--- src/rtl/pc_pkg.sv ---
// pc_pkg -- shared definitions for the program-counter generator slice.
//   PC_RESET_VEC / PC_EXC_VEC : default 32-bit reset and exception vectors
//   pcsel_e                   : which source wins the PC update this cycle
//   align_bits()              : number of PC low bits that must be zero for a
//                               given sequential increment
package pc_pkg;

  localparam logic [31:0] PC_RESET_VEC = 32'h0000_3000;
  localparam logic [31:0] PC_EXC_VEC   = 32'h0000_4180;

  typedef enum logic [2:0] {
    PCSEL_EXC,
    PCSEL_ERET,
    PCSEL_JUMP,
    PCSEL_SEQ,
    PCSEL_HOLD
  } pcsel_e;

  // An increment of 1 needs no alignment, which $clog2 already yields as 0.
  function automatic int align_bits(input int inc);
    return (inc <= 1) ? 0 : $clog2(inc);
  endfunction

endpackage

--- src/rtl/pc_gen_if.sv ---
// pc_gen_if -- fetch-side control/status bundle of pc_gen.
//   master : pipeline side, drives redirect/stall/RAS requests, reads PC state
//   slave  : pc_gen side
interface pc_gen_if #(
  parameter int WIDTH = 32
);
  logic             en;
  logic             jump_flush;
  logic [WIDTH-1:0] jump_target;
  logic             eret_m;
  logic             exc_m;
  logic [WIDTH-1:0] exc_epc;
  logic             ras_push;
  logic [WIDTH-1:0] ras_push_addr;
  logic             ras_pop;
  logic [WIDTH-1:0] pc;
  logic [WIDTH-1:0] pc_plus;
  logic [WIDTH-1:0] epc;
  logic             exl;
  logic             adel;
  logic [WIDTH-1:0] ras_top;
  logic             ras_empty;
  logic             ras_full;

  modport master (
    output en, jump_flush, jump_target, eret_m, exc_m, exc_epc,
           ras_push, ras_push_addr, ras_pop,
    input  pc, pc_plus, epc, exl, adel, ras_top, ras_empty, ras_full
  );

  modport slave (
    input  en, jump_flush, jump_target, eret_m, exc_m, exc_epc,
           ras_push, ras_push_addr, ras_pop,
    output pc, pc_plus, epc, exl, adel, ras_top, ras_empty, ras_full
  );
endinterface

--- src/rtl/pc_ras.sv ---
// pc_ras -- circular return-address stack.
//   clk, rst_n      : clock, asynchronous active-low reset
//   push, push_addr : push a return address (oldest entry lost when full)
//   pop             : pop top entry (ignored when empty)
//   push+pop        : replace the top entry in place
//   top             : entry below the write pointer, 0 when empty
//   empty / full    : count == 0 / count == RAS_DEPTH
module pc_ras #(
  parameter int RAS_DEPTH = 4,
  parameter int WIDTH     = 32
) (
  input  logic             clk,
  input  logic             rst_n,
  input  logic             push,
  input  logic [WIDTH-1:0] push_addr,
  input  logic             pop,
  output logic [WIDTH-1:0] top,
  output logic             empty,
  output logic             full
);
  localparam int PW = $clog2(RAS_DEPTH);

  logic [PW-1:0]    wp_reg;
  logic [PW:0]      cnt_reg;
  logic [WIDTH-1:0] entry_reg [RAS_DEPTH];
  logic [PW-1:0]    wp_m1;
  logic             has;
  logic             do_push;
  logic             do_repl;
  logic             do_pop;

  // Depth is a power of two, so the pointer wraps for free.
  assign wp_m1 = wp_reg - PW'(1);
  assign has   = (cnt_reg != '0);
  assign empty = ~has;
  assign full  = (cnt_reg == (PW+1)'(RAS_DEPTH));

  // A push+pop on an empty stack degrades to a plain push.
  assign do_push = push & (~pop | ~has);
  assign do_repl = push & pop & has;
  assign do_pop  = pop & ~push & has;

  always_ff @(posedge clk or negedge rst_n) begin
    if (!rst_n) begin
      wp_reg  <= '0;
      cnt_reg <= '0;
      for (int i = 0; i < RAS_DEPTH; i++) entry_reg[i] <= '0;
    end else if (do_push) begin
      entry_reg[wp_reg] <= push_addr;
      wp_reg            <= wp_reg + PW'(1);
      if (!full) cnt_reg <= cnt_reg + 1'b1;
    end else if (do_repl) begin
      entry_reg[wp_m1] <= push_addr;
    end else if (do_pop) begin
      wp_reg  <= wp_m1;
      cnt_reg <= cnt_reg - 1'b1;
    end
  end

  assign top = has ? entry_reg[wp_m1] : '0;

endmodule

--- src/rtl/pc_gen.sv ---
// pc_gen -- fetch program counter with prioritised redirect, EPC/EXL state
// and a return-address stack.
//   clk, rst_n : clock, asynchronous active-low reset
//   bus        : pc_gen_if.slave (stall/redirect/RAS requests in;
//                pc, pc_plus, epc, exl, adel, RAS status out)
// Priority per edge: exception > ERET > jump/branch > sequential > hold.
module pc_gen
  import pc_pkg::*;
#(
  parameter int               WIDTH     = 32,
  parameter logic [WIDTH-1:0] RESET_VEC = WIDTH'(PC_RESET_VEC),
  parameter logic [WIDTH-1:0] EXC_VEC   = WIDTH'(PC_EXC_VEC),
  parameter int               INC       = 4,
  parameter int               RAS_DEPTH = 4
) (
  input logic      clk,
  input logic      rst_n,
  pc_gen_if.slave  bus
);
  localparam int               ALIGN    = align_bits(INC);
  localparam logic [WIDTH-1:0] LOW_MASK = WIDTH'((1 << ALIGN) - 1);

  pcsel_e           sel;
  logic [WIDTH-1:0] pc_reg,   pc_next;
  logic [WIDTH-1:0] epc_reg,  epc_next;
  logic             exl_reg,  exl_next;
  logic             adel_reg, adel_next;
  logic             ras_block;

  always_comb begin
    if (bus.exc_m)           sel = PCSEL_EXC;
    else if (bus.eret_m)     sel = PCSEL_ERET;
    else if (bus.jump_flush) sel = PCSEL_JUMP;
    else if (bus.en)         sel = PCSEL_SEQ;
    else                     sel = PCSEL_HOLD;
  end

  always_comb begin
    pc_next   = pc_reg;
    epc_next  = epc_reg;
    exl_next  = exl_reg;
    adel_next = 1'b0;
    case (sel)
      PCSEL_EXC: begin
        pc_next = EXC_VEC;
        // Nested exceptions keep the original faulting PC.
        if (!exl_reg) begin
          epc_next = bus.exc_epc;
          exl_next = 1'b1;
        end
      end
      PCSEL_ERET: begin
        pc_next  = epc_reg;
        exl_next = 1'b0;
      end
      PCSEL_JUMP: begin
        pc_next   = bus.jump_target & ~LOW_MASK;
        adel_next = |(bus.jump_target & LOW_MASK);
      end
      PCSEL_SEQ: pc_next = pc_reg + WIDTH'(INC);
      default:   pc_next = pc_reg;
    endcase
  end

  always_ff @(posedge clk or negedge rst_n) begin
    if (!rst_n) begin
      pc_reg   <= RESET_VEC;
      epc_reg  <= '0;
      exl_reg  <= 1'b0;
      adel_reg <= 1'b0;
    end else begin
      pc_reg   <= pc_next;
      epc_reg  <= epc_next;
      exl_reg  <= exl_next;
      adel_reg <= adel_next;
    end
  end

  assign bus.pc      = pc_reg;
  assign bus.pc_plus = pc_reg + WIDTH'(INC);
  assign bus.epc     = epc_reg;
  assign bus.exl     = exl_reg;
  assign bus.adel    = adel_reg;

  // Exception entry/return flush the front end, so RAS traffic that cycle is
  // from squashed instructions.
  assign ras_block = bus.exc_m | bus.eret_m;

  pc_ras #(
    .RAS_DEPTH (RAS_DEPTH),
    .WIDTH     (WIDTH)
  ) u_ras (
    .clk       (clk),
    .rst_n     (rst_n),
    .push      (bus.ras_push & ~ras_block),
    .push_addr (bus.ras_push_addr),
    .pop       (bus.ras_pop & ~ras_block),
    .top       (bus.ras_top),
    .empty     (bus.ras_empty),
    .full      (bus.ras_full)
  );

endmodule

--- src/flat_wrapper.sv ---
// flat-port wrapper written by rule: the top's interface ports become plain ports
module pc_gen_flat import pc_pkg::*;
#(
  parameter int               WIDTH     = 32,
  parameter logic [WIDTH-1:0] RESET_VEC = WIDTH'(PC_RESET_VEC),
  parameter logic [WIDTH-1:0] EXC_VEC   = WIDTH'(PC_EXC_VEC),
  parameter int               INC       = 4,
  parameter int               RAS_DEPTH = 4
)
  (clk, rst_n, bus_en, bus_jump_flush, bus_jump_target, bus_eret_m, bus_exc_m, bus_exc_epc, bus_ras_push, bus_ras_push_addr, bus_ras_pop, bus_pc, bus_pc_plus, bus_epc, bus_exl, bus_adel, bus_ras_top, bus_ras_empty, bus_ras_full);
  pc_gen_if #(.WIDTH(WIDTH)) bus_i ();
  input logic clk;
  input logic rst_n;
  input wire logic [$bits(bus_i.en)-1:0] bus_en;
  input wire logic [$bits(bus_i.jump_flush)-1:0] bus_jump_flush;
  input wire logic [$bits(bus_i.jump_target)-1:0] bus_jump_target;
  input wire logic [$bits(bus_i.eret_m)-1:0] bus_eret_m;
  input wire logic [$bits(bus_i.exc_m)-1:0] bus_exc_m;
  input wire logic [$bits(bus_i.exc_epc)-1:0] bus_exc_epc;
  input wire logic [$bits(bus_i.ras_push)-1:0] bus_ras_push;
  input wire logic [$bits(bus_i.ras_push_addr)-1:0] bus_ras_push_addr;
  input wire logic [$bits(bus_i.ras_pop)-1:0] bus_ras_pop;
  output wire logic [$bits(bus_i.pc)-1:0] bus_pc;
  output wire logic [$bits(bus_i.pc_plus)-1:0] bus_pc_plus;
  output wire logic [$bits(bus_i.epc)-1:0] bus_epc;
  output wire logic [$bits(bus_i.exl)-1:0] bus_exl;
  output wire logic [$bits(bus_i.adel)-1:0] bus_adel;
  output wire logic [$bits(bus_i.ras_top)-1:0] bus_ras_top;
  output wire logic [$bits(bus_i.ras_empty)-1:0] bus_ras_empty;
  output wire logic [$bits(bus_i.ras_full)-1:0] bus_ras_full;
  assign bus_i.en = bus_en;
  assign bus_i.jump_flush = bus_jump_flush;
  assign bus_i.jump_target = bus_jump_target;
  assign bus_i.eret_m = bus_eret_m;
  assign bus_i.exc_m = bus_exc_m;
  assign bus_i.exc_epc = bus_exc_epc;
  assign bus_i.ras_push = bus_ras_push;
  assign bus_i.ras_push_addr = bus_ras_push_addr;
  assign bus_i.ras_pop = bus_ras_pop;
  assign bus_pc = bus_i.pc;
  assign bus_pc_plus = bus_i.pc_plus;
  assign bus_epc = bus_i.epc;
  assign bus_exl = bus_i.exl;
  assign bus_adel = bus_i.adel;
  assign bus_ras_top = bus_i.ras_top;
  assign bus_ras_empty = bus_i.ras_empty;
  assign bus_ras_full = bus_i.ras_full;
  pc_gen #(.WIDTH(WIDTH), .RESET_VEC(RESET_VEC), .EXC_VEC(EXC_VEC), .INC(INC), .RAS_DEPTH(RAS_DEPTH)) u_core (.clk(clk), .rst_n(rst_n), .bus(bus_i));
endmodule
--- config.mk ---
export PLATFORM = sky130hd
export DESIGN_NAME = pc_gen_flat
export DESIGN_NICKNAME = d
export VERILOG_FILES = /design/src/rtl/pc_pkg.sv /design/src/rtl/pc_gen_if.sv /design/src/rtl/pc_ras.sv /design/src/rtl/pc_gen.sv /design/src/flat_wrapper.sv
export SDC_FILE = /design/constraint.sdc
export NUM_CORES = 1
export LEC_CHECK = 0
export ABC_CLOCK_PERIOD_IN_PS = 3400
export CAP_MARGIN = 20
export CORE_MARGIN = 2
export CORE_UTILIZATION = 50
export CTS_BUF_LIST = sky130_fd_sc_hd__clkbuf_4 sky130_fd_sc_hd__clkbuf_8 sky130_fd_sc_hd__clkbuf_16
export DETAILED_ROUTE_END_ITERATION = 10
export MAX_ROUTING_LAYER = met4
export PLACE_DENSITY = 0.79
export SLEW_MARGIN = 5
export SYNTH_ARGS = -nofsm -noshare
export SYNTH_HDL_FRONTEND = slang
export SYNTH_SLANG_ARGS = --single-unit
--- constraint.sdc ---
create_clock -name clk -period 3.4 [get_ports clk]
set_input_delay 0.68 -clock clk [delete_from_list [all_inputs] [get_ports clk]]
set_output_delay 0.68 -clock clk [all_outputs]
set_load 0.02 [all_outputs]
==> summary.txt, run 1 <==
Item: results of the latest flow run.

- The run finished with clean final reports.
- The DRC violations left is 0.
- Data on the critical path is required at its endpoint by 2.72 ns.
- The dominant power group in this design is combinational cells.
- The floorplan report gives the top-level pin count as 236.
- In this run the tool buffered the top-level ports with 235 buffer cells.
- The tap cell count is 265.
- The global routing usage on met3 is 0.0734.
- The worst setup path is captured at an output pin.
- Counting instances in the post-synthesis netlist gives the leading cell types as 197 x sky130_fd_sc_hd__dfrtp_1, 153 x sky130_fd_sc_hd__mux2_2, 32 x sky130_fd_sc_hd__mux4_2, 32 x sky130_fd_sc_hd__nand2_1, 30 x sky130_fd_sc_hd__nor2b_1.
- Per report_power, the Combinational row totals 4.94 mW.
- The worst-case max-slew headroom was logged as 0.680.
- Of the total power, combinational logic draws 0.461.
- The number of nets handed over by synthesis was 859.
- The share of total power dissipated in sequential elements is 0.356.
- Per the layout report, the design carries 19 clock buffers.
- The post-synthesis mux area share is 0.256.
- The number of diodes added for antenna fixing is 1.
- The number of buffers added to fix hold violations after cts is 0.
- The count of antenna-violating nets left after detailed routing is 0.
- Row generation in the floorplan step produced 51 rows.
- The synthesis-to-layout area growth is 33.9%.
- The main area contributors are sky130_fd_sc_hd__dfrtp_1 50%, sky130_fd_sc_hd__mux2_2 17%, sky130_fd_sc_hd__mux4_2 7.3%.
- Per the detail_route report, vias per standard cell equal 5.55.
- The worst register-to-register path depth is 6.
- The number of non-clock buffers in the layout is 271.
- The worst supply voltage drop on vdd is 0.601 mV.
- The overall via count from detail_route is 7035.
- The top cell class by occupied area is sequential cells.
- The maximum single-stage delay on the critical path is 0.65 ns.
- Among all flip-flop cells after synthesis, the most frequent one is sky130_fd_sc_hd__dfrtp_1.
- The chip area line in the Yosys stat output reads 9910 um^2.
- The number of search-and-repair iterations in the first detailed-routing pass is 5.
- The maximum operating frequency is 0.301 GHz.
- On the worst setup and hold paths after CTS, the clock-pin slew comes to 0.07 ns.
- For the final routed database, the setup TNS stands at 0 ns.
- The report lists the cells along the critical path as nand4_4 -> nor4_4 -> buf_4 -> buf_4 -> xor2_1 -> clkdlybuf4s50_1.
- The number of signal-net inverters in the final layout is 11.
- The register area share after synthesis is 0.503.
- The TritonCTS clock tree is done.
- The core footprint is 19500 um^2.
- The total number of warnings across the stage logs is 31.
- The die span in x is 145 um.
- Per the OpenROAD floorplan log, the height of the die is 145 um.
- Of the total synthesized cell area, the portion taken by AND, OR, NAND and NOR gates is 0.0874.
- The number of storage elements in the synthesis netlist is 199.
- The relative area of non-clock buffer cells in the final design is 0.205.
- The area taken by multi-input combinational cells is reported as 4620 um^2.
- Setup repair after global routing left no endpoint under its margin.
- Per the log, the first TritonRoute iteration ended with a DRC count of 336.
- The initial utilization of the core area, before any placement, comes to 0.509.
- The global-route wire length before repair is 40.1 mm.
- The number of nets at the end of the flow is 1100.
- The critical path data arrival time is 2.64 ns.
- Of the total synthesized cell area, the portion taken by AND-OR and OR-AND cells is 0.0671.
- The number of failing setup endpoints in the final timing report is 0.
- Of all the cell area in the finished design, the clock network holds 0.0429.
- No sink is reached through more buffers than the 2 on the longest clock path.
- In the synthesized netlist, the dominant kind of combinational cell is multiplexers.
- The flip-flop count of the largest register after layout is 128.
- The sequential-cell power consumption is 3.81 mW.
- The transition time of the tightest slew-check pin is 0.477 ns.
- Ranking logic cells in the layout by count gives the top entries 216 x sky130_fd_sc_hd__clkdlybuf4s50_1, 195 x sky130_fd_sc_hd__dfrtp_1, 153 x sky130_fd_sc_hd__mux2_2, 32 x sky130_fd_sc_hd__nand2_1, 32 x sky130_fd_sc_hd__mux4_2.
- Per the gpl log, the routability congestion estimate is 0.978.
## run 1: logic make-up (layout without fill, tap and decap cells)
group | after synthesis | in the layout
AOI/OAI and AO/OA | 90 | 90
xor gates and xnor gates | 46 | 46
adders and majority gates | 8 | 8
buffers and inverters | 60 | 314
DFF | 199 | 199
muxes | 193 | 193
other | 0 | 1
and+or+nand+nor | 151 | 151
## run 1: path summary, 6_finish.rpt
check,startpoint,endpoint,slack (ns)
max in group asynchronous,rst_n,u_core.u_ras.wp_reg[0],2.41
worst min register to register,u_core.u_ras.entry_reg[95],u_core.u_ras.entry_reg[95],0.48
min in group clk,u_core.u_ras.entry_reg[95],u_core.u_ras.entry_reg[95],0.48
worst max-delay path,u_core.bus.pc[12],bus_pc_plus[15],0.08
worst min-delay path,rst_n,u_core.u_ras.entry_reg[10],0.20
worst max register to register,u_core.u_ras.cnt_reg[1],u_core.u_ras.entry_reg[78],0.94
## run 1: per-stage QoR
step	instance area, um^2	setup WS (ns)	total power, mW	hold slack, ns
after floorplan	9910	0.191	6.84	0.384
after global placement	12700	0.339	8.75	0.464
after detailed placement	12700	0.318	8.86	0.471
after CTS	13200	0.00361	10.8	0.195
after global routing	13300	0.00897	11.4	0.204
final	13300	0.0760	10.7	0.196
## run 1: worst max-delay path, delay by kind of cell, from the launching register on
| kind | cells | cell delay, ns |
|---|---|---|
| buf+inv | 3 | 0.99 |
| xor+xnor | 1 | 0.14 |
| simple gates | 2 | 0.49 |
| flops | 1 | 0.60 |
## run 1: timing repair
| action | 4_1_cts | 5_1_grt |
|---|---|---|
| setup buffers | 2 | 0 |
| gates resized | 13 | 10 |
| endpoints found under the hold margin | 0 | 0 |
| pin swaps | 1 | 0 |
| setup endpoints to repair | 16 | 38 |
run_1/m3.png
Drawn at 2 px/um.
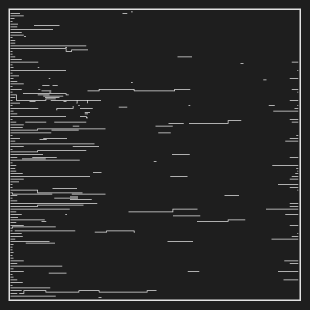
share of all routed wire = 7.0%
main direction = horizontal
wire length on this layer = 1780 um

run_1/sizing.png
Drawn at 3 px/um.
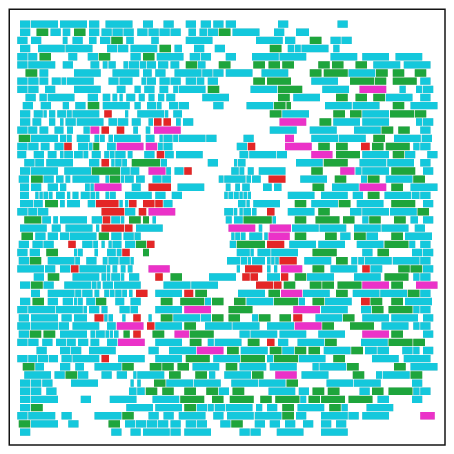
x2 -> green  # cells 200, share 20%
x1 and smaller -> cyan  # cells 722, share 72%
x6 and larger -> magenta  # cells 32, share 3.2%
x3 and x4 -> red  # cells 47, share 4.7%

run_1/m2.png
Drawn at 2 px/um.
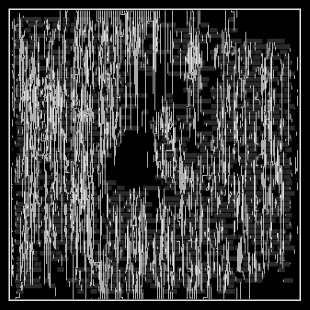
main direction = vertical
nets with wire on the layer = 987
longest straight run = 59.0 um
wire length on this layer = 12900 um

run_1/congestion_map.png
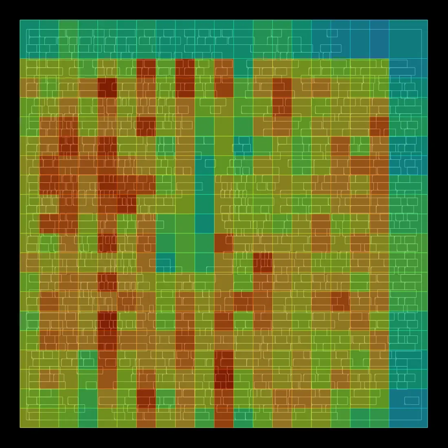
met2 Usage GRT: 0.421
met1 demand-to-capacity share in global routing: 0.322
most used routing layer: met2
total routing usage reported by global routing: 0.260
Util after Layout: 0.682

==> run 2: changes to the inputs <==
--- a/config.mk
+++ b/config.mk
@@ -10,7 +10,9 @@
 export CORE_MARGIN = 2
 export CORE_UTILIZATION = 50
 export CTS_BUF_LIST = sky130_fd_sc_hd__clkbuf_4 sky130_fd_sc_hd__clkbuf_8 sky130_fd_sc_hd__clkbuf_16
+export CTS_CLUSTER_DIAMETER = 50
 export DETAILED_ROUTE_END_ITERATION = 10
+export GPL_ROUTABILITY_DRIVEN = 1
 export MAX_ROUTING_LAYER = met4
 export PLACE_DENSITY = 0.79
 export SLEW_MARGIN = 5
run_2/sizing.png
Drawn at 3 px/um.
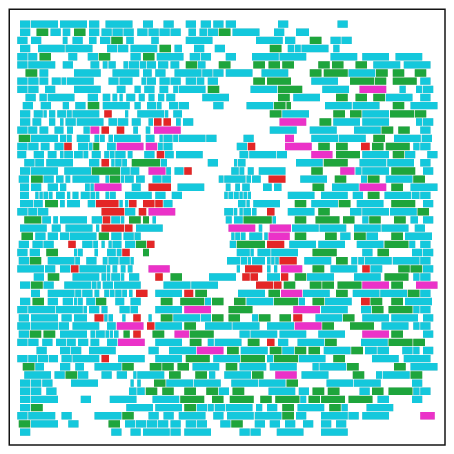
x2 -> green  # cells 200, share 20%
x6 and larger -> magenta  # cells 32, share 3.2%
x1 and smaller -> cyan  # cells 722, share 72%
x3 and x4 -> red  # cells 47, share 4.7%

==> run 2 against run 1 <==
  * Core utilization unchanged
  * Sequential power about the same
  * Highest routed layer unchanged
  * Count of clock-buffer cells in the layout unchanged
  * Largest power group unchanged
  * Worst hold slack unchanged
  * Clock power about the same
==> summary.txt, run 2 <==
Item: results of the latest flow run.

- The number of buffers on the longest clock path is 2.
- Clock-pin slew was measured on the worst setup and hold paths at 0.07 ns.
- The sequential share of power is 0.356.
- TritonCTS built the clock tree.
- The synthesis run shows the most used standard cells to be 197 x sky130_fd_sc_hd__dfrtp_1, 153 x sky130_fd_sc_hd__mux2_2, 32 x sky130_fd_sc_hd__mux4_2, 32 x sky130_fd_sc_hd__nand2_1, 30 x sky130_fd_sc_hd__nor2b_1.
- After routing, the total negative slack on setup checks comes to 0 ns.
- The most common logic cells in the final layout are 216 x sky130_fd_sc_hd__clkdlybuf4s50_1, 195 x sky130_fd_sc_hd__dfrtp_1, 153 x sky130_fd_sc_hd__mux2_2, 32 x sky130_fd_sc_hd__nand2_1, 32 x sky130_fd_sc_hd__mux4_2.
- The number of failing setup endpoints in the final timing report is 0.
- The sequential-cell power consumption is 3.81 mW.
- The combined buffer and inverter count along the critical path is 3.
- The core footprint is 19500 um^2.
- The design draws 10.7 mW.
- The maximum single-stage delay on the critical path is 0.65 ns.
- The analysis reports a worst IR drop on VDD of 0.601 mV.
- The commonest register cell after synthesis is sky130_fd_sc_hd__dfrtp_1.
- The met2 demand-to-capacity share in global routing is 0.421.
- The met1 usage is 0.322.
- From synthesis to final layout, the design area changed by 33.9%.
- The detailed router placed 7035 vias in this run.
- Counting flops and latches in the post-synthesis netlist gives 199.
- The pin closest to its max-slew limit shows a slew of 0.477 ns.
- Data on the critical path is required at its endpoint by 2.72 ns.
- Measured against its own limit, the worst slew margin works out to 0.680.
- The finished layout reports a core utilization of 0.682.
- The effective utilization at floorplan is 0.509.
- For this run, the chip area from Yosys synthesis comes to 9910 um^2.
- The critical path data arrival time is 2.64 ns.
- The number of violations reported at the end of detailed-routing iteration 0 is 336.
- Per report_power, the top consumer among the power groups is combinational cells.
- For this run, design rule violations remaining after detail routing come to 0.
- The global routing usage summed across all routing layers is 0.260.
- The nature of the critical path endpoint is an output pin.
- The global-route wire length before repair is 40.1 mm.
- The worst setup slack after layout is 0.0760 ns.
- Walking the worst path, the cells encountered are nand4_4 -> nor4_4 -> buf_4 -> buf_4 -> xor2_1 -> clkdlybuf4s50_1.
- The cell family contributing the most delay on the critical path is buffers and inverters.
- The maximum operating frequency is 0.301 GHz.
- The run finished with clean final reports.
- The final RePlAce weighted congestion is 0.978.
- The part of the total power dissipated in combinational logic is 0.461.
- The most critical hold endpoint after final layout shows a slack of 0.196 ns.
- The total number of warnings across the stage logs is 31.
- Setup repair after global routing left no endpoint under its margin.
run_2/congestion_map.png
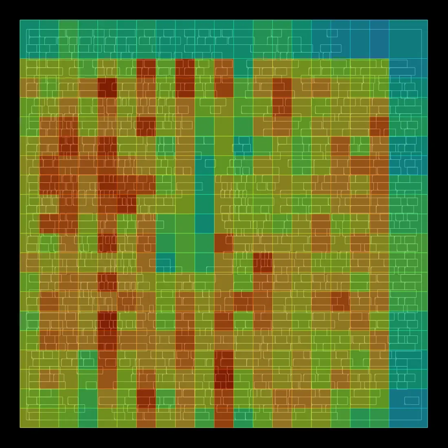
average wire length per cell after detail routing: 20.1 um
met3 track demand over resource: 0.0734

## run 2: cell counts after synthesis
No cell type changed its count.
## run 2: timing repair
| action | 4_1_cts | 5_1_grt |
|---|---|---|
| cloned | 0 | 0 |
| pin swaps | 1 | 0 |
| hold buffers | 0 | 0 |
| resized | 13 | 10 |
| endpoints found under the setup margin | 16 | 38 |
| hold endpoints to repair | 0 | 0 |
| buffers inserted | 2 | 0 |
## run 2: cell families (layout without fill, tap and decap cells)
group           after synthesis  after routing  share of synthesized area
simple gates                151            151                     0.0874
other cells                   0              1                          0
fa+ha+maj                     8              8                     0.0109
xor+xnor                     46             46                     0.0414
flops                       199            199                      0.503
buf+inv                      60            314                     0.0349
compound gates               90             90                     0.0671
mux                         193            193                      0.256
## run 2: per-layer routing
metal  vias to the layer above  wire length [um]
met5                         -                 0
met3                        30              1780
li1                       3218                 -
met4                         0               476
met1                      3526             10300
met2                       261             12900
## run 2: worst paths after layout
path,start,to,slack (ns),depth (start not counted)
min reg2reg,u_core.u_ras.entry_reg[95],u_core.u_ras.entry_reg[95],0.48,1
max in group asynchronous,rst_n,u_core.u_ras.wp_reg[0],2.41,2
max,u_core.bus.pc[12],bus_pc_plus[15],0.08,6
min,rst_n,u_core.u_ras.entry_reg[10],0.20,1
max reg2reg,u_core.u_ras.cnt_reg[1],u_core.u_ras.entry_reg[78],0.94,6
min in group clk,u_core.u_ras.entry_reg[95],u_core.u_ras.entry_reg[95],0.48,1
## run 2: cell type report
| type | count | share of cell area |
|---|---|---|
| clock inverter | 13 | 0.00877 |
| antenna | 1 | 0.000189 |
| inverter | 11 | 0.00311 |
| clock buffer | 19 | 0.0341 |
| sequential | 199 | 0.376 |
| multi-input combinational | 488 | 0.348 |
| tap | 265 | 0.0250 |
| timing repair buffer | 271 | 0.205 |
run_2/gates.png
Drawn at 3 px/um.
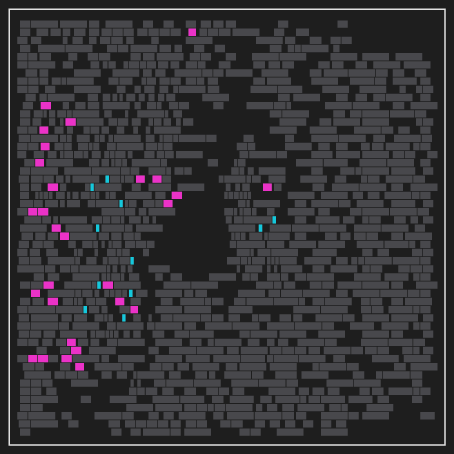

==> run 3: changes to the inputs <==
--- a/config.mk
+++ b/config.mk
@@ -7,7 +7,7 @@
 export LEC_CHECK = 0
 export ABC_CLOCK_PERIOD_IN_PS = 3400
 export CAP_MARGIN = 20
-export CORE_MARGIN = 2
+export CORE_MARGIN = 3
 export CORE_UTILIZATION = 50
 export CTS_BUF_LIST = sky130_fd_sc_hd__clkbuf_4 sky130_fd_sc_hd__clkbuf_8 sky130_fd_sc_hd__clkbuf_16
 export CTS_CLUSTER_DIAMETER = 50
run_3/gates.png
Drawn at 3 px/um.
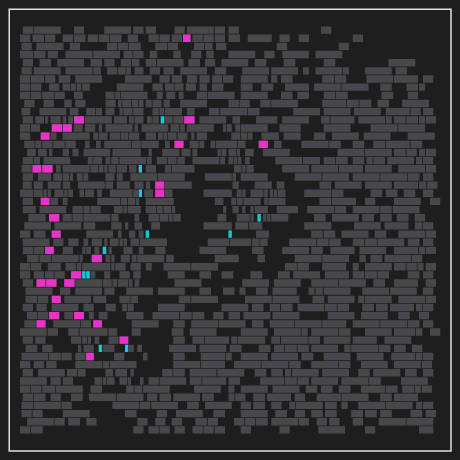
non-inverting ao/oa cells -> magenta  # cells 28, most used a22o_1, where middle left
inv cells -> cyan  # cells 11, most used inv_1

==> run 3 against run 2 <==
  * Clock power rose by 6%
  * Setup slack gained 0.029 ns
  * Core utilization rose by 1.4 points
  * Combinational power about the same
  * Global-route usage is 1.3 points lower
  * Synthesized area unchanged
  * First-iteration DRC count down 16%
  * Routed wire length increased by 0.80%
  * Highest routed layer unchanged
  * Clock skew rose by 0.0023 ns
  * Die size rose by 2.8%
  * Register-to-register slack better by 0.08 ns
  * Cell area is essentially flat
==> summary.txt, run 3 <==
Item: results of the latest flow run.

- The fraction of the mapped netlist area in adder cells is 0.0109.
- The relative slew slack is 0.542.
- The endpoint required time on the critical path is 2.72 ns.
- The register with the most flip-flops in the layout has 128 of them.
- The TritonCTS clock tree is done.
- Per STA, the worst path accumulates the most delay in the family buffers and inverters.
- After the flow finishes, the layout carries non-filler instances totaling 1261.
- The worst-case clock skew is 0.0144 ns.
- The placed instances occupy a cell area of 12600 um^2.
- Of the total power, registers draw 0.353.
- The layer flagged by global routing as most heavily used is met2.
- The transition time of the tightest slew-check pin is 0.687 ns.
- The total negative slack for setup checks is 0 ns.
- The synthesis report names the predominant flop master as sky130_fd_sc_hd__dfrtp_1.
- The global-route wire length before repair is 41.0 mm.
- The combined buffer and inverter count along the critical path is 3.
- Before antenna repair, the detailed router went through 5 iterations.
- The beginning of the critical path is u_core.bus.pc[3].
- The final instance area is 13300 um^2.
- The synthesis run shows the most used standard cells to be 197 x sky130_fd_sc_hd__dfrtp_1, 153 x sky130_fd_sc_hd__mux2_2, 32 x sky130_fd_sc_hd__mux4_2, 32 x sky130_fd_sc_hd__nand2_1, 30 x sky130_fd_sc_hd__nor2b_1.
- The post-route clock period utilization is 0.969.
- The worst reg2reg path endpoint is u_core.u_ras.entry_reg[54].
- The net count of the mapped netlist is 859.
- The multi-input combinational cells in the finished layout cover a total of 4600 um^2.
- The count of instances resized after the clock tree is built is 7.
- Detailed routing inserted a total of 7052 vias.
- The finished design was reported to have a net count of 1099.
- The top-area cell type share of the netlist area is 0.498.
- Total global-route track usage over all layers is 0.248.
- The register-to-register setup slack is 1.02 ns.
- The met1 usage is 0.298.
- met3 track demand over resource after global routing is 0.0635.
- The capture point of the critical path is bus_pc_plus[20].
- The part of the total power dissipated in combinational logic is 0.456.
- The nature of the critical path endpoint is an output pin.
- In the routed layout, each cell is associated on average with a via count of 5.59.
- In the CTS report, the clock slew at the register clock pins of the worst setup and hold paths is listed as 0.09 ns.
- The critical path data arrival time is 2.62 ns.
- The synthesis-to-layout area growth is 34.1%.
- The length in cells of the worst reg-to-reg path is 6.
- By instance count, the cell type seen most on the critical path is sky130_fd_sc_hd__buf_4.
- The synthesized-area fraction occupied by and/or/nand/nor cells is 0.0874.
- The core footprint is 19100 um^2.
- Sorting the synthesized cells by area gives the leading types as sky130_fd_sc_hd__dfrtp_1 50%, sky130_fd_sc_hd__mux2_2 17%, sky130_fd_sc_hd__mux4_2 7.3%.
- The run finished with clean final reports.
- The maximum single-stage delay on the critical path is 0.63 ns.
- The number of buffers added to fix hold violations after cts is 0.
- The number of violations reported at the end of detailed-routing iteration 0 is 283.
- The top layer used by detailed routing is met4.
- The post-synth tally of flip-flops with integrated enable is 0.
- Counting buffers and inverters, the worst setup path is 8 cells deep.
- In this run the deepest clock path goes through 2 buffers.
- The total number of warnings across the stage logs is 32.
- The routed length per placed instance is 20.3 um.
- The biggest combinational cell group after synthesis is multiplexers.
- The met2 demand-to-capacity share in global routing is 0.406.
- The DRC violations left is 0.
- The horizontal die dimension reported for this design is 147 um.
- Setup repair after global routing left no endpoint under its margin.
- The library cells used most frequently in the layout, excluding fill and tap cells, are 221 x sky130_fd_sc_hd__clkdlybuf4s50_1, 193 x sky130_fd_sc_hd__dfrtp_1, 153 x sky130_fd_sc_hd__mux2_2, 32 x sky130_fd_sc_hd__nand2_1, 32 x sky130_fd_sc_hd__mux4_2.
- The area of the synthesized netlist per yosys stat is 9910 um^2.
- The post-synthesis share of cell area spent on xor and xnor gates is 0.0414.
- The startpoint of the worst register-to-register path is u_core.u_ras.cnt_reg[1].
- Of the total synthesized cell area, the portion taken by AND-OR and OR-AND cells is 0.0671.
- After floorplanning, the core was divided into 50 placement rows.
- Per the timing report, the achievable frequency comes out to 0.303 GHz.
- For reference, the critical path cell chain is ha_1 -> nand3_2 -> buf_4 -> nor2_1 -> buf_4 -> nand3_1 -> xnor2_1 -> clkdlybuf4s50_1.
- Of the synthesized area, sequential elements account for 0.503.
- The gate count of the mapped netlist is 747.
- The number of input and output port buffers inserted is 235.
- The met3 wire length is 1.80 mm.
- The met1 layer wirelength in the final routing is 10.2 mm.
- The largest net degree at the start of global routing is 85.
- Switching power as a fraction of the total was reported as 0.347.
- The post-synthesis mux area share is 0.256.
- The number of storage elements in the synthesis netlist is 199.
- The die is 147 um tall.
- In this run the remaining antenna-violating nets after routing total 0.
- The number of failing setup endpoints in the final timing report is 0.
- The placement summary gives the final routability congestion estimate as 0.849.
- Buffers added to address setup during post-CTS repair amount to 1.
- Cell internal power was estimated by the tool at 7.08 mW.
- For this design the top-level I/O count stands at 236.
- The met2 wire length is 12.9 mm.
- VDD sags by at most 0.476 mV.
- The effective utilization at floorplan is 0.519.
run_3/sizing.png
Drawn at 3 px/um.
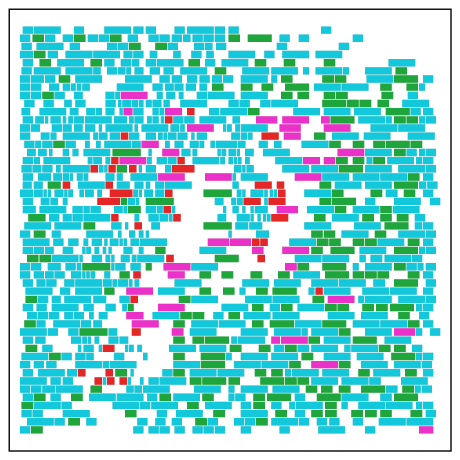
x1 and smaller -> cyan  # cells 722, share 72%
x6 and larger -> magenta  # cells 38, share 3.8%
x2 -> green  # cells 201, share 20%
x3 and x4 -> red  # cells 39, share 3.9%

run 3: cell counts after synthesis:
Identical to the previous run, type by type.
run 3: layout make-up:
cell class,count,area share
Clock inverter,15,0.0143
Timing Repair Buffer,270,0.204
Inverter,11,0.00311
Antenna cell,1,0.000188
Sequential cell,199,0.375
Tap cell,260,0.0245
Clock buffer,17,0.0320
Multi-Input combinational cell,488,0.346
run 3: worst register-to-register path, cell delays in order (launching register included):
cell	delay, ns
sky130_fd_sc_hd__dfrtp_1	0.51
sky130_fd_sc_hd__nor3_4	0.35
sky130_fd_sc_hd__or2b_1	0.33
sky130_fd_sc_hd__nand2_1	0.15
sky130_fd_sc_hd__a21oi_4	0.18
sky130_fd_sc_hd__buf_4	0.36
sky130_fd_sc_hd__mux2_2	0.40
run 3: power by group through the flow:
| stage | sequential (mW) | combinational (mW) | clock, mW |
|---|---|---|---|
| after CTS | 3.82 | 5.01 | 2.11 |
| after detailed placement | 3.86 | 4.99 | 0 |
| after global routing | 3.93 | 5.28 | 2.21 |
| after global placement | 3.81 | 4.92 | 0 |
| final | 3.83 | 4.94 | 2.07 |
| after floorplan | 3.81 | 3.03 | 0 |
run 3: stage by stage:
| stage | hold slack, ns | util | setup WS, ns | total power [mW] |
|---|---|---|---|---|
| after floorplan | 0.384 | - | 0.191 | 6.84 |
| after global placement | 0.464 | 0.661 | 0.368 | 8.72 |
| after detailed placement | 0.475 | 0.661 | 0.336 | 8.85 |
| after global routing | 0.323 | 0.696 | 0.00185 | 11.4 |
| final | 0.279 | 0.696 | 0.105 | 10.8 |
| after CTS | 0.304 | 0.694 | -0.00196 | 10.9 |
Power figures rest on the tool's default switching activity, not on a simulated workload.
